$ cat src/rtl/lsu_wb_unit_pkg.sv
// Shared encodings for the load/store + writeback unit: funct3 codes, mcause values,
// FSM state codes and the latched-op record.
package lsu_wb_unit_pkg;

  localparam logic [2:0] F3_LB  = 3'b000;
  localparam logic [2:0] F3_LH  = 3'b001;
  localparam logic [2:0] F3_LW  = 3'b010;
  localparam logic [2:0] F3_LBU = 3'b100;
  localparam logic [2:0] F3_LHU = 3'b101;
  localparam logic [2:0] F3_SB  = 3'b000;
  localparam logic [2:0] F3_SH  = 3'b001;
  localparam logic [2:0] F3_SW  = 3'b010;

  localparam logic [31:0] MCAUSE_LOAD_MISALIGN  = 32'd4;
  localparam logic [31:0] MCAUSE_LOAD_ACCESS    = 32'd5;
  localparam logic [31:0] MCAUSE_STORE_MISALIGN = 32'd6;
  localparam logic [31:0] MCAUSE_STORE_ACCESS   = 32'd7;

  localparam logic [1:0] ST_IDLE = 2'd0;
  localparam logic [1:0] ST_REQ  = 2'd1;
  localparam logic [1:0] ST_WAIT = 2'd2;
  localparam logic [1:0] ST_WB   = 2'd3;

  typedef enum logic [1:0] {
    SZ_B = 2'd0,
    SZ_H = 2'd1,
    SZ_W = 2'd2
  } lsu_size_e;

  typedef struct packed {
    logic        is_load;
    logic [2:0]  funct3;
    logic [31:0] addr;
    logic [31:0] wdata;
    logic [31:0] pc;
  } lsu_op_t;

  function automatic lsu_size_e size_of(input logic [2:0] funct3);
    case (funct3[1:0])
      2'b00:   return SZ_B;
      2'b01:   return SZ_H;
      default: return SZ_W;
    endcase
  endfunction

  function automatic logic is_misaligned(input logic [2:0] funct3, input logic [1:0] addr_lo);
    case (size_of(funct3))
      SZ_H:    return addr_lo[0];
      SZ_W:    return addr_lo != 2'b00;
      default: return 1'b0;
    endcase
  endfunction

endpackage

$ cat src/rtl/lsu_wb_unit_if.sv
// Bundle of execute-side, data-bus, register-file and trap signals of the LSU.
// The unit sits on the slave modport; its environment drives the master side.
interface lsu_wb_unit_if #(
  parameter int ADDR_WIDTH = 5,
  parameter int DATA_WIDTH = 32
);
  logic                  in_valid;
  logic                  in_ready;
  logic                  in_load;
  logic                  in_store;
  logic [2:0]            in_funct3;
  logic [31:0]           in_addr;
  logic [31:0]           in_wdata;
  logic [ADDR_WIDTH-1:0] in_rd;
  logic [31:0]           in_pc;

  logic                  mem_req_valid;
  logic                  mem_req_ready;
  logic [31:0]           mem_req_addr;
  logic                  mem_req_wen;
  logic [31:0]           mem_req_wdata;
  logic [3:0]            mem_req_wmask;
  logic                  mem_resp_valid;
  logic [31:0]           mem_resp_rdata;
  logic                  mem_resp_err;

  logic                  rf_wen;
  logic [ADDR_WIDTH-1:0] rf_waddr;
  logic [DATA_WIDTH-1:0] rf_wdata;
  logic                  done;
  logic                  fault_valid;
  logic [31:0]           fault_cause;
  logic [31:0]           fault_epc;

  modport master (
    output in_valid, in_load, in_store, in_funct3, in_addr, in_wdata, in_rd, in_pc,
    output mem_req_ready, mem_resp_valid, mem_resp_rdata, mem_resp_err,
    input  in_ready, mem_req_valid, mem_req_addr, mem_req_wen, mem_req_wdata, mem_req_wmask,
    input  rf_wen, rf_waddr, rf_wdata, done, fault_valid, fault_cause, fault_epc
  );

  modport slave (
    input  in_valid, in_load, in_store, in_funct3, in_addr, in_wdata, in_rd, in_pc,
    input  mem_req_ready, mem_resp_valid, mem_resp_rdata, mem_resp_err,
    output in_ready, mem_req_valid, mem_req_addr, mem_req_wen, mem_req_wdata, mem_req_wmask,
    output rf_wen, rf_waddr, rf_wdata, done, fault_valid, fault_cause, fault_epc
  );

endinterface

$ cat src/rtl/lsu_load_align.sv
// Load data formatter: picks the byte/half lane out of the bus word and
// sign- or zero-extends it according to funct3.
module lsu_load_align
  import lsu_wb_unit_pkg::*;
(
  input  logic [31:0] i_rdata,
  input  logic [1:0]  i_addr_lo,
  input  logic [2:0]  i_funct3,
  output logic [31:0] o_data
);

  logic [7:0]  w_byte;
  logic [15:0] w_half;

  always_comb begin
    w_byte = i_rdata[7:0];
    case (i_addr_lo)
      2'd1:    w_byte = i_rdata[15:8];
      2'd2:    w_byte = i_rdata[23:16];
      2'd3:    w_byte = i_rdata[31:24];
      default: w_byte = i_rdata[7:0];
    endcase
  end

  assign w_half = i_addr_lo[1] ? i_rdata[31:16] : i_rdata[15:0];

  always_comb begin
    o_data = i_rdata;
    case (i_funct3)
      F3_LB:   o_data = {{24{w_byte[7]}}, w_byte};
      F3_LH:   o_data = {{16{w_half[15]}}, w_half};
      F3_LBU:  o_data = {24'd0, w_byte};
      F3_LHU:  o_data = {16'd0, w_half};
      F3_LW:   o_data = i_rdata;
      default: o_data = i_rdata;
    endcase
  end

endmodule

$ cat src/rtl/lsu_wb_unit.sv
// Load/store unit and writeback stage: one op at a time, issued on a valid/ready bus,
// retired through the register-file write port or reported as a trap.
module lsu_wb_unit
  import lsu_wb_unit_pkg::*;
#(
  parameter int ADDR_WIDTH = 5,
  parameter int DATA_WIDTH = 32,
  parameter int TIMEOUT    = 255
) (
  input  logic        clk,
  input  logic        rst,
  lsu_wb_unit_if.slave bus
);

  localparam int CNT_W = $clog2(TIMEOUT + 1);

  logic [1:0]            r_state;
  logic [CNT_W-1:0]      r_cnt;
  lsu_op_t               r_op;
  logic [ADDR_WIDTH-1:0] r_rd;
  logic [31:0]           r_rdata;
  logic                  r_fault;
  logic [31:0]           r_cause;

  logic                  w_accept;
  logic                  w_misalign;
  logic                  w_timeout;
  logic                  w_in_req;
  logic                  w_in_wb;
  logic [3:0]            w_mask;
  logic [31:0]           w_wdata_sh;
  logic [31:0]           w_ld_data;
  logic [DATA_WIDTH-1:0] w_rf_data;

  // Ops that are neither load nor store are dropped without leaving IDLE.
  assign w_accept   = bus.in_valid & (bus.in_load | bus.in_store) & (r_state == ST_IDLE);
  assign w_misalign = is_misaligned(bus.in_funct3, bus.in_addr[1:0]);
  assign w_timeout  = (r_cnt == CNT_W'(TIMEOUT));

  always_ff @(posedge clk or negedge rst) begin
    if (!rst) begin
      r_state <= ST_IDLE;
      r_cnt   <= '0;
      r_op    <= '0;
      r_rd    <= '0;
      r_rdata <= '0;
      r_fault <= 1'b0;
      r_cause <= '0;
    end else begin
      case (r_state)
        ST_IDLE: begin
          if (w_accept) begin
            r_op.is_load <= bus.in_load;
            r_op.funct3  <= bus.in_funct3;
            r_op.addr    <= bus.in_addr;
            r_op.wdata   <= bus.in_wdata;
            r_op.pc      <= bus.in_pc;
            r_rd         <= bus.in_rd;
            r_fault      <= w_misalign;
            r_cause      <= bus.in_load ? MCAUSE_LOAD_MISALIGN : MCAUSE_STORE_MISALIGN;
            r_state      <= w_misalign ? ST_WB : ST_REQ;
          end
        end
        ST_REQ: begin
          if (bus.mem_req_ready) begin
            r_state <= ST_WAIT;
            r_cnt   <= '0;
          end
        end
        ST_WAIT: begin
          r_cnt <= r_cnt + 1'b1;
          // A response wins over a timeout landing in the same cycle.
          if (bus.mem_resp_valid) begin
            r_state <= ST_WB;
            if (bus.mem_resp_err) begin
              r_fault <= 1'b1;
              r_cause <= r_op.is_load ? MCAUSE_LOAD_ACCESS : MCAUSE_STORE_ACCESS;
            end else begin
              r_rdata <= bus.mem_resp_rdata;
            end
          end else if (w_timeout) begin
            r_state <= ST_WB;
            r_fault <= 1'b1;
            r_cause <= r_op.is_load ? MCAUSE_LOAD_ACCESS : MCAUSE_STORE_ACCESS;
          end
        end
        ST_WB:   r_state <= ST_IDLE;
        default: r_state <= ST_IDLE;
      endcase
    end
  end

  assign w_in_req = (r_state == ST_REQ);
  assign w_in_wb  = (r_state == ST_WB);

  always_comb begin
    w_mask = 4'b0000;
    if (!r_op.is_load) begin
      case (r_op.funct3)
        F3_SB:   w_mask = 4'b0001 << r_op.addr[1:0];
        F3_SH:   w_mask = 4'b0011 << r_op.addr[1:0];
        F3_SW:   w_mask = 4'b1111;
        default: w_mask = 4'b1111;
      endcase
    end
  end

  assign w_wdata_sh = r_op.wdata << {r_op.addr[1:0], 3'b000};

  assign bus.in_ready      = (r_state == ST_IDLE);
  assign bus.mem_req_valid = w_in_req;
  assign bus.mem_req_addr  = w_in_req ? {r_op.addr[31:2], 2'b00} : 32'd0;
  assign bus.mem_req_wen   = w_in_req & ~r_op.is_load;
  assign bus.mem_req_wdata = (w_in_req & ~r_op.is_load) ? w_wdata_sh : 32'd0;
  assign bus.mem_req_wmask = w_in_req ? w_mask : 4'b0000;

  lsu_load_align u_load_align (
    .i_rdata   (r_rdata),
    .i_addr_lo (r_op.addr[1:0]),
    .i_funct3  (r_op.funct3),
    .o_data    (w_ld_data)
  );

  assign w_rf_data = w_ld_data;

  // Writes to x0 are suppressed here so the register file never sees them.
  assign bus.rf_wen      = w_in_wb & r_op.is_load & ~r_fault & (r_rd != '0);
  assign bus.rf_waddr    = r_rd;
  assign bus.rf_wdata    = w_rf_data;
  assign bus.done        = w_in_wb;
  assign bus.fault_valid = w_in_wb & r_fault;
  assign bus.fault_cause = (w_in_wb & r_fault) ? r_cause : 32'd0;
  assign bus.fault_epc   = (w_in_wb & r_fault) ? r_op.pc : 32'd0;

endmodule

$ cat src/flat_wrapper.sv
// flat-port wrapper written by rule: the top's interface ports become plain ports
module lsu_wb_unit_flat import lsu_wb_unit_pkg::*;
#(
  parameter int ADDR_WIDTH = 5,
  parameter int DATA_WIDTH = 32,
  parameter int TIMEOUT    = 255
)
  (clk, rst, bus_in_valid, bus_in_load, bus_in_store, bus_in_funct3, bus_in_addr, bus_in_wdata, bus_in_rd, bus_in_pc, bus_mem_req_ready, bus_mem_resp_valid, bus_mem_resp_rdata, bus_mem_resp_err, bus_in_ready, bus_mem_req_valid, bus_mem_req_addr, bus_mem_req_wen, bus_mem_req_wdata, bus_mem_req_wmask, bus_rf_wen, bus_rf_waddr, bus_rf_wdata, bus_done, bus_fault_valid, bus_fault_cause, bus_fault_epc);
  lsu_wb_unit_if #(.ADDR_WIDTH(ADDR_WIDTH), .DATA_WIDTH(DATA_WIDTH)) bus_i ();
  input  logic clk;
  input  logic rst;
  input wire logic [$bits(bus_i.in_valid)-1:0] bus_in_valid;
  input wire logic [$bits(bus_i.in_load)-1:0] bus_in_load;
  input wire logic [$bits(bus_i.in_store)-1:0] bus_in_store;
  input wire logic [$bits(bus_i.in_funct3)-1:0] bus_in_funct3;
  input wire logic [$bits(bus_i.in_addr)-1:0] bus_in_addr;
  input wire logic [$bits(bus_i.in_wdata)-1:0] bus_in_wdata;
  input wire logic [$bits(bus_i.in_rd)-1:0] bus_in_rd;
  input wire logic [$bits(bus_i.in_pc)-1:0] bus_in_pc;
  input wire logic [$bits(bus_i.mem_req_ready)-1:0] bus_mem_req_ready;
  input wire logic [$bits(bus_i.mem_resp_valid)-1:0] bus_mem_resp_valid;
  input wire logic [$bits(bus_i.mem_resp_rdata)-1:0] bus_mem_resp_rdata;
  input wire logic [$bits(bus_i.mem_resp_err)-1:0] bus_mem_resp_err;
  output wire logic [$bits(bus_i.in_ready)-1:0] bus_in_ready;
  output wire logic [$bits(bus_i.mem_req_valid)-1:0] bus_mem_req_valid;
  output wire logic [$bits(bus_i.mem_req_addr)-1:0] bus_mem_req_addr;
  output wire logic [$bits(bus_i.mem_req_wen)-1:0] bus_mem_req_wen;
  output wire logic [$bits(bus_i.mem_req_wdata)-1:0] bus_mem_req_wdata;
  output wire logic [$bits(bus_i.mem_req_wmask)-1:0] bus_mem_req_wmask;
  output wire logic [$bits(bus_i.rf_wen)-1:0] bus_rf_wen;
  output wire logic [$bits(bus_i.rf_waddr)-1:0] bus_rf_waddr;
  output wire logic [$bits(bus_i.rf_wdata)-1:0] bus_rf_wdata;
  output wire logic [$bits(bus_i.done)-1:0] bus_done;
  output wire logic [$bits(bus_i.fault_valid)-1:0] bus_fault_valid;
  output wire logic [$bits(bus_i.fault_cause)-1:0] bus_fault_cause;
  output wire logic [$bits(bus_i.fault_epc)-1:0] bus_fault_epc;
  assign bus_i.in_valid = bus_in_valid;
  assign bus_i.in_load = bus_in_load;
  assign bus_i.in_store = bus_in_store;
  assign bus_i.in_funct3 = bus_in_funct3;
  assign bus_i.in_addr = bus_in_addr;
  assign bus_i.in_wdata = bus_in_wdata;
  assign bus_i.in_rd = bus_in_rd;
  assign bus_i.in_pc = bus_in_pc;
  assign bus_i.mem_req_ready = bus_mem_req_ready;
  assign bus_i.mem_resp_valid = bus_mem_resp_valid;
  assign bus_i.mem_resp_rdata = bus_mem_resp_rdata;
  assign bus_i.mem_resp_err = bus_mem_resp_err;
  assign bus_in_ready = bus_i.in_ready;
  assign bus_mem_req_valid = bus_i.mem_req_valid;
  assign bus_mem_req_addr = bus_i.mem_req_addr;
  assign bus_mem_req_wen = bus_i.mem_req_wen;
  assign bus_mem_req_wdata = bus_i.mem_req_wdata;
  assign bus_mem_req_wmask = bus_i.mem_req_wmask;
  assign bus_rf_wen = bus_i.rf_wen;
  assign bus_rf_waddr = bus_i.rf_waddr;
  assign bus_rf_wdata = bus_i.rf_wdata;
  assign bus_done = bus_i.done;
  assign bus_fault_valid = bus_i.fault_valid;
  assign bus_fault_cause = bus_i.fault_cause;
  assign bus_fault_epc = bus_i.fault_epc;
  lsu_wb_unit #(.ADDR_WIDTH(ADDR_WIDTH), .DATA_WIDTH(DATA_WIDTH), .TIMEOUT(TIMEOUT)) u_core (.clk(clk), .rst(rst), .bus(bus_i));
endmodule
$ cat config.mk
export PLATFORM = sky130hd
export DESIGN_NAME = lsu_wb_unit_flat
export DESIGN_NICKNAME = d
export VERILOG_FILES = /design/src/rtl/lsu_wb_unit_pkg.sv /design/src/rtl/lsu_wb_unit_if.sv /design/src/rtl/lsu_load_align.sv /design/src/rtl/lsu_wb_unit.sv /design/src/flat_wrapper.sv
export SDC_FILE = /design/constraint.sdc
export NUM_CORES = 1
export LEC_CHECK = 0
export ABC_CLOCK_PERIOD_IN_PS = 3700
export CAP_MARGIN = 20
export CELL_PAD_IN_SITES_DETAIL_PLACEMENT = 2
export CELL_PAD_IN_SITES_GLOBAL_PLACEMENT = 2
export CORE_MARGIN = 2
export CORE_UTILIZATION = 29
export DETAILED_ROUTE_END_ITERATION = 7
export HOLD_SLACK_MARGIN = 0.12
export PLACE_DENSITY = 0.83
export SYNTH_ARGS = -nofsm -noshare
export SYNTH_HDL_FRONTEND = slang
export SYNTH_SLANG_ARGS = --single-unit
$ cat constraint.sdc
create_clock -name clk -period 3.7 [get_ports clk]
set_clock_uncertainty 0.05 [all_clocks]
set_input_delay 0.74 -clock clk [delete_from_list [all_inputs] [get_ports clk]]
set_output_delay 0.74 -clock clk [all_outputs]
set_load 0.02 [all_outputs]
==> run_1/cell_density.png <==
17 x 17 tiles, from white (low) to dark blue (high), 0 to 100% covered.
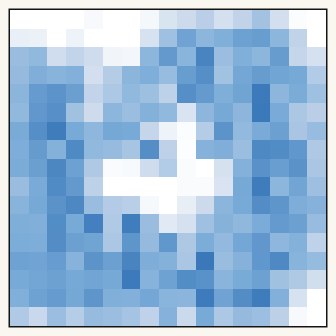
mean over tiles: 39%
nearly empty tiles: 7.6%
emptiest ninth of the die: center
fullest tile: 71%

==> run_1/io_placement.png <==
Pins as bars across the die edge, other pins in gray.
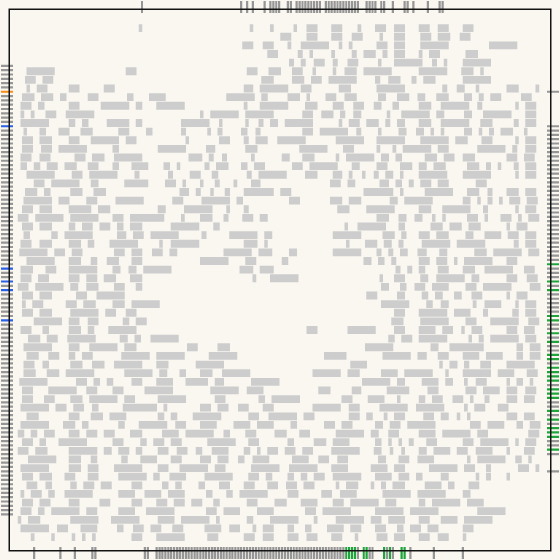
| port | color | pins | direction | edge |
|---|---|---|---|---|
| `bus_mem_req_wdata` | green | 32 | output | 22 east, 10 south |
| `rst` | orange | 1 | input | west |
| `bus_in_rd` | blue | 5 | input | west |
all pins by edge: 105 west, 90 south, 79 east, 45 north

==> run_1/clk_routes.png <==
Bar = 50 um.
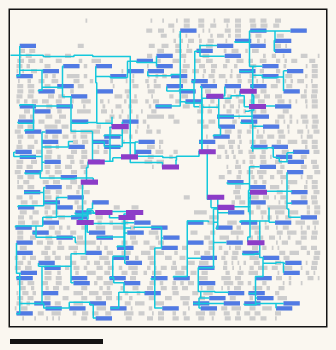
[clock wires] cyan | length: 2460 um
[flip-flops] blue | count: 151
[clock drivers] purple | count: 17
flops lie: spread over the die
routed clock nets: 18

==> run notes, run 1 <==
fresh numbers from the pnr run: fraction of the cycle the final worst path needs=93.9%, share of layout cells above drive strength 1=a little over a fifth, Reg2Reg Depth=7, DR WL/cell=approximately 21 um, initial antenna violation count=1, Yosys chip area=0.00802 mm2, Cell Type Count=45, Reg2Reg Setup Slack=1.67 ns, final WL=27800 um, Seq share, synth=47.1%, run status=finished, final reports clean, mux share=26.1%, Worst Setup Start Kind=flip-flop, final hold violations=0, Placement Cell Area=about 0.011 mm2, Final Wtd Congestion=0.760, antenna cells=0, critical path data arrival time=2.68 ns, die area=0.0290 mm2, CP Data Required Time=2.91 ns, Relative slew margins=45.9%, EDFF count, synth=0, fraction of area in multi-input gates=32.5%, Worst Hold Class=input pin to async pin, clk root buf=clkbuf_16, async set-reset flop share out of synthesis=100%, WL met3=2180 um, Synth Area in Simple Gates=12.3%, switching share of power=roughly two fifths, Adder Share, Synth=less than 1%, CP endpoint=bus_rf_wdata[30], layout clock buffer count=17, GRT met2 Usage=between 30% and 40%, inverters=8, grt met3 use=6.79%, clock buffer depth=2, yosys stat cell total=690, yosys warning tally=0, first-pass GRT wire length=43000 um, Comb. pwr=5.85 mW, largest cell class by area=multi-input combinational cells, final max-slew violation count=0, core area=0.0270 mm2, worst slew pin tran=~0.81 ns, max reg flops=100, final worst slack=0.227 ns, placed wire-length estimate=20700 um, Reg power frac=between 20 and 30%, Largest Register=u_core.r_op, Hold Buf Count CTS=0, M1 GR Usage=22.1%, DRC=0, CP endpoint kind=output port, Flop area=between 0.003 and 0.004 mm2, n_taps=341, Filler Cell Count=2771, Rows=around 60, critical path class=flip-flop to output port, area leader, netlist=dfrtp_1, WL met2=13900 um, CTS resizes=0, Flops=151
[run 1: per-stage QoR]
step	std cells	hold WS (ns)	util, %	total power [mW]
after floorplan	720	0.377	-	6.47
after global placement	1299	0.405	41.6	8.74
after detailed placement	1299	0.404	41.6	8.99
after CTS	1331	0.304	43.9	11.0
after global routing	1331	0.314	43.9	11.5
final	1331	0.258	43.9	10.8
[run 1: worst register-to-register path: cells and delay by family (launching register included)]
| kind | cells | cell delay, ns |
|---|---|---|
| buf+inv | 3 | 0.45 |
| fa+ha+maj | 1 | 0.17 |
| mux | 1 | 0.33 |
| flops | 1 | 0.40 |
| compound gates | 2 | 0.52 |
==> run 1 -> run 2 <==
TNS_END_PERCENT = 20   (was not set)
==> run_2/layer_met3.png <==
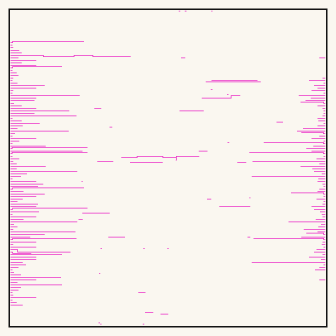
wire length on this layer: 2180 um
share of all routed wire: 7.8%
longest straight run: 40.5 um

==> run notes, run 2 <==
fresh numbers from the pnr run: core area=0.0270 mm2 (unchanged), Flop area=0.00378 mm2 (unchanged), Cell Type Count=45 (unchanged), layout clock buffer count=17 (unchanged), critical path data arrival time=2.68 ns (about the same), clk root buf=clkbuf_16, Vias=6428, largest net degree at the start of global routing=72, first-pass GRT wire length=43000 um (unchanged), n_taps=341 (unchanged), Flops=151 (unchanged), Clock transition at path regs=0.08 ns, non-clk buf share=26.5%, Largest Register=u_core.r_op, Post-Synth AOI/OAI Area=7.19%, Top-area cell share=47.1%, final WL=27800 um (unchanged), sequential cell area share=31.9%, final setup vio count=0, dominant logic cell type in the layout=clkdlybuf4s50_1, Latency at later pin=0.42 ns, CP Data Required Time=2.91 ns (about the same), Seq share, synth=47.1% (unchanged), Filler Cell Count=2771 (unchanged), worst hold slack=0.258 ns (unchanged), Yosys reg bits=151, EDFF count, synth=0 (unchanged), worst slew pin tran=0.808 ns (unchanged), power density over cell area=between 900 and 1000 mW/mm2, Relative slew margins=45.9% (unchanged), Top Registers=u_core.r_op: 100 flops, u_core.r_rdata: 32 flops, u_core.r_cnt: 8 flops, fraction of area in multi-input gates=32.5% (unchanged), CTS resizes=0 (unchanged), yosys warning tally=0 (unchanged), critical path class=flip-flop to output port, total CTS buffers=17, CP endpoint kind=output port, DR WL/cell=20.9 um (unchanged), Cells after Synth=690, crit path from=u_core.r_op[65]$_DFFE_PN0P_, Buffers on Ports=287, fmax=288 MHz, DRC=0 (unchanged), Synth Area in Simple Gates=12.3% (unchanged), Adder Share, Synth=0.780% (unchanged), Post-Layout Cell Count=1331 (unchanged), Rows=60 (unchanged), antenna cells=0 (unchanged), final hold violations=0 (unchanged), xor+xnor area frac=0.109%, largest cell class by area=multi-input combinational cells, final global-route overflow total=0, placed wire-length estimate=20700 um (unchanged), CP endpoint=bus_rf_wdata[30], mux share=26.1% (unchanged), final worst slack=0.227 ns (unchanged), die area=0.0290 mm2 (unchanged), post-CTS setup buffers=0, Placement Cell Area=0.0112 mm2 (unchanged), # H-tree levels=4, max reg flops=100 (unchanged), Non-clk bufs=315, VDD IR max=0.315 mV, initial DRC count=between 200 and 250, Worst Hold Class=input pin to async pin, Die X=170 um, vias per cell=4.83, Synth area leaders=dfrtp_1, mux2_2, mux2_4, clock buffer depth=2 (unchanged), Synth Flop Type=dfrtp_1, area leader, netlist=dfrtp_1, CTS Sinks=between 150 and 200, r2r startpoint=u_core.r_state[0]$_DFFE_PN0P_, Yosys chip area=0.00802 mm2 (unchanged), Final Wtd Congestion=0.760 (unchanged), inverters=8 (unchanged), Mapped Area=between 0.008 and 0.009 mm2, final max-slew violation count=0 (unchanged), RSZ-0062 raised after global routing=no, yosys stat cell total=690 (unchanged), post-layout min period=about 3.5 ns, crit path max fanout=16, fraction of the cycle the final worst path needs=93.9% (unchanged), placed insts=1299 (unchanged), number of OpenROAD warnings=29, share of layout cells above drive strength 1=21.6% (unchanged), initial antenna violation count=1 (unchanged), Reg2Reg Setup Slack=1.67 ns (about the same), async set-reset flop share out of synthesis=100% (unchanged), GRT Util Overall=19.3%, max_cap viols=0, DP Worst Slack=0.643 ns, Reg2Reg Depth=7 (unchanged), Design Power=10.8 mW (unchanged), Hold Buf Count CTS=0 (unchanged), Worst Setup Start Kind=flip-flop, syn avg cell area=11.6 um2, Util after Layout=43.9% (unchanged), run status=finished, final reports clean
-- run 2: cell counts after synthesis --
Identical to the previous run, type by type.
-- run 2: per-layer routing --
layer	share of wire [%]	vias up	wire (um)	GRT usage (%)
met3	7.8	32	2180	6.79
met1	41	3234	11300	22.1
met5	0.047	-	13	0
li1	-	2929	-	-
met4	1.7	2	463	4.94
met2	50	231	13900	34.1
-- run 2: where the power goes --
part	switching, mW	leakage (nW)	internal (mW)	total, mW
logic	2.92	3.21	2.92	5.85
clock network	0.824	0.311	1.10	1.92
registers	0.611	1.81	2.46	3.07
-- run 2: critical path: stages, from the launching register on --
cell and delay, ns:
dfrtp_1 0.50, mux2_1 0.28, and3_1 0.64, a21oi_1 0.11, nand2_1 0.11, clkdlybuf4s50_1 0.61
No activity file was given, so power comes from the tool's default toggle rates.
